Design pc_stack_seq, sky130hd; sources not shown.
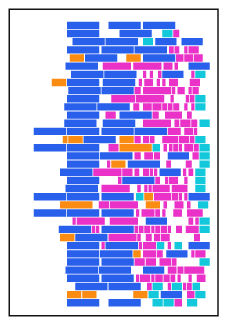
**Above:** cell classes on the final placement.
(3 px per µm)
Orange is clock drivers and dummy loads, cells 16, share of their area 5.9%. Magenta is remaining logic cells, cells 158, share of their area 32%. Cyan is remaining buffers and delay cells, cells 29, share of their area 7.1%. Blue is registers, cells 76, share of their area 55%.
Row Count: 35
core area: 0.006131 mm²
design area: 0.004025 mm²

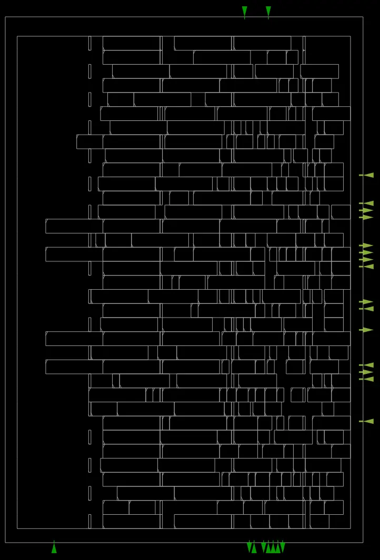
**Above:** placed standard cells.
post-layout util: 65.65%
final non-filler cell total: 353
fillers: 426
flip-flops: 76

==> flow_summary.json <==
{
  "dpl-instance-area_mm2": 0.003785,
  "hold_depth": 2,
  "final_common_cell": "edfxtp_1",
  "inverters": 11,
  "clockRootBuffer": "clkbuf_8",
  "top_layer_used": "met4",
  "simple_gate_area_share_pct": 10.66,
  "switching_share_pct": 23.45,
  "post_drt_wl_per_cell_um": 22.07,
  "cts_hold_buf": 0,
  "max_freq_mhz": 289.1,
  "viasPerCell": 6.544,
  "synthCells": 246,
  "powerClk_uw": 560,
  "comb_share_pct": 30.28,
  "status": "finished, final reports clean",
  "slew_headroom_pct": 37.16,
  "nonClkBufAreaFrac_pct": 6.901,
  "synthAoiAreaFrac_pct": 8.548,
  "dp.cells": 337,
  "worst-slew-pin-transition_ns": 0.9413,
  "grt_pass1_wl_um": 12060,
  "die_x_um": 69.12,
  "ys_sh_mux_pct": 10.94,
  "critPathLaunchType": "flop",
  "cts_resized": 0,
  "drive_gt1_share_pct": 11.11,
  "min_path_type": "flop to flop",
  "warnings": 28,
  "p_per_area_mw_per_mm2": 370.7,
  "fp_nets": 265,
  "synth-seq-cells": 76,
  "final-clk-cell-share_pct": 5.782,
  "overflow": 0,
  "grt_use_met2_pct": 41.12,
  "clockBufferDepth": 2,
  "grt_max_degree": 26,
  "gr-usage-met3_pct": 5.672,
  "reg2reg_depth": 6,
  "top_cells_by_area": "edfxtp_1 (55%), mux4_1 (8.3%), dfxtp_1 (6.9%)",
  "preCtsSetupSlack_ns": 1.508,
  "layout.nets": 293,
  "dominant_cells": "flip-flops and latches",
  "async_flop_share_pct": 0,
  "nMultiInputCombCells": 147,
  "p_clk_share_pct": 37.5,
  "setup_tns_ns": 0,
  "pwr-share-comb_pct": 11.3,
  "min_period_over_period_pct": 74.07,
  "htreeDepth": 3,
  "cts_tree": "yes",
  "largest_area_cell": "edfxtp_1",
  "antenna_found_initial": 0,
  "p_int_uw": 1142,
  "arrival_ns": 2.76,
  "setup-violations-final": 0,
  "hpwl_um": 5561,
  "skew_ns": 0.01085,
  "crit_buf_inv": 2,
  "io_pins": 25,
  "first_iter_violations": 255,
  "drv_slew": 0,
  "largest_register_ffs": 64,
  "layout_top_cells": "edfxtp_1 (64), nand2_1 (27), clkdlybuf4s50_1 (24)",
  "numCtsBuffers": 9,
  "synth-edff-count": 64,
  "ys_sh_xor_pct": 2.682,
  "fp_util_pct": 57.06,
  "pg_comb_uw": 168,
  "dr_total_vias": 2310,
  "post-cts-setup-buffer-count": 0,
  "largestPowerGroup": "sequential cells",
  "critPathKind": "flop to output port",
  "drc": 0,
  "yosys.stat.chipArea_mm2": 0.003498,
  "seq_share_pct": 53.71,
  "routed-wl-met2_um": 4083,
  "whs_ns": 0.4852,
  "yosysWarnings": 0,
  "end_kind": "output port",
  "grt_use_met1_pct": 23.90,
  "setup_ws_ns": 1.211,
  "yosysSeqAreaShare_pct": 61.80,
  "slowest_stage": "dfxtp_1",
  "numPortBuffers": 24,
  "total_leakage_power_uw": 0.001382,
  "ys_types": 47,
  "period_needed_ns": 3.459
}
-- cells by family after synthesis --
group	after synthesis
buffers and inverters	23
XOR/XNOR	9
AND-OR/OR-AND	38
multiplexers	19
AND/OR/NAND/NOR	76
flip-flops	76
adder cells (fa/ha/maj)	5
-- Yosys cell counts, types with 3 or more instances --
library cell / instances
mux2i_1: 6
nor2b_1: 4
a31oi_1: 9
xnor2_1: 3
inv_1: 11
xor2_1: 4
buf_2: 3
o21ai_0: 3
nand3_1: 8
a2111oi_0: 3
dfxtp_1: 12
mux4_1: 11
nand2_1: 27
nor3_1: 7
clkbuf_1: 3
a221oi_1: 5
edfxtp_1: 64
and3_1: 3
ha_1: 5
nor2_1: 15
nand4_1: 3
a21oi_1: 4
a311o_1: 4
Power and IR drop assume default switching activity.
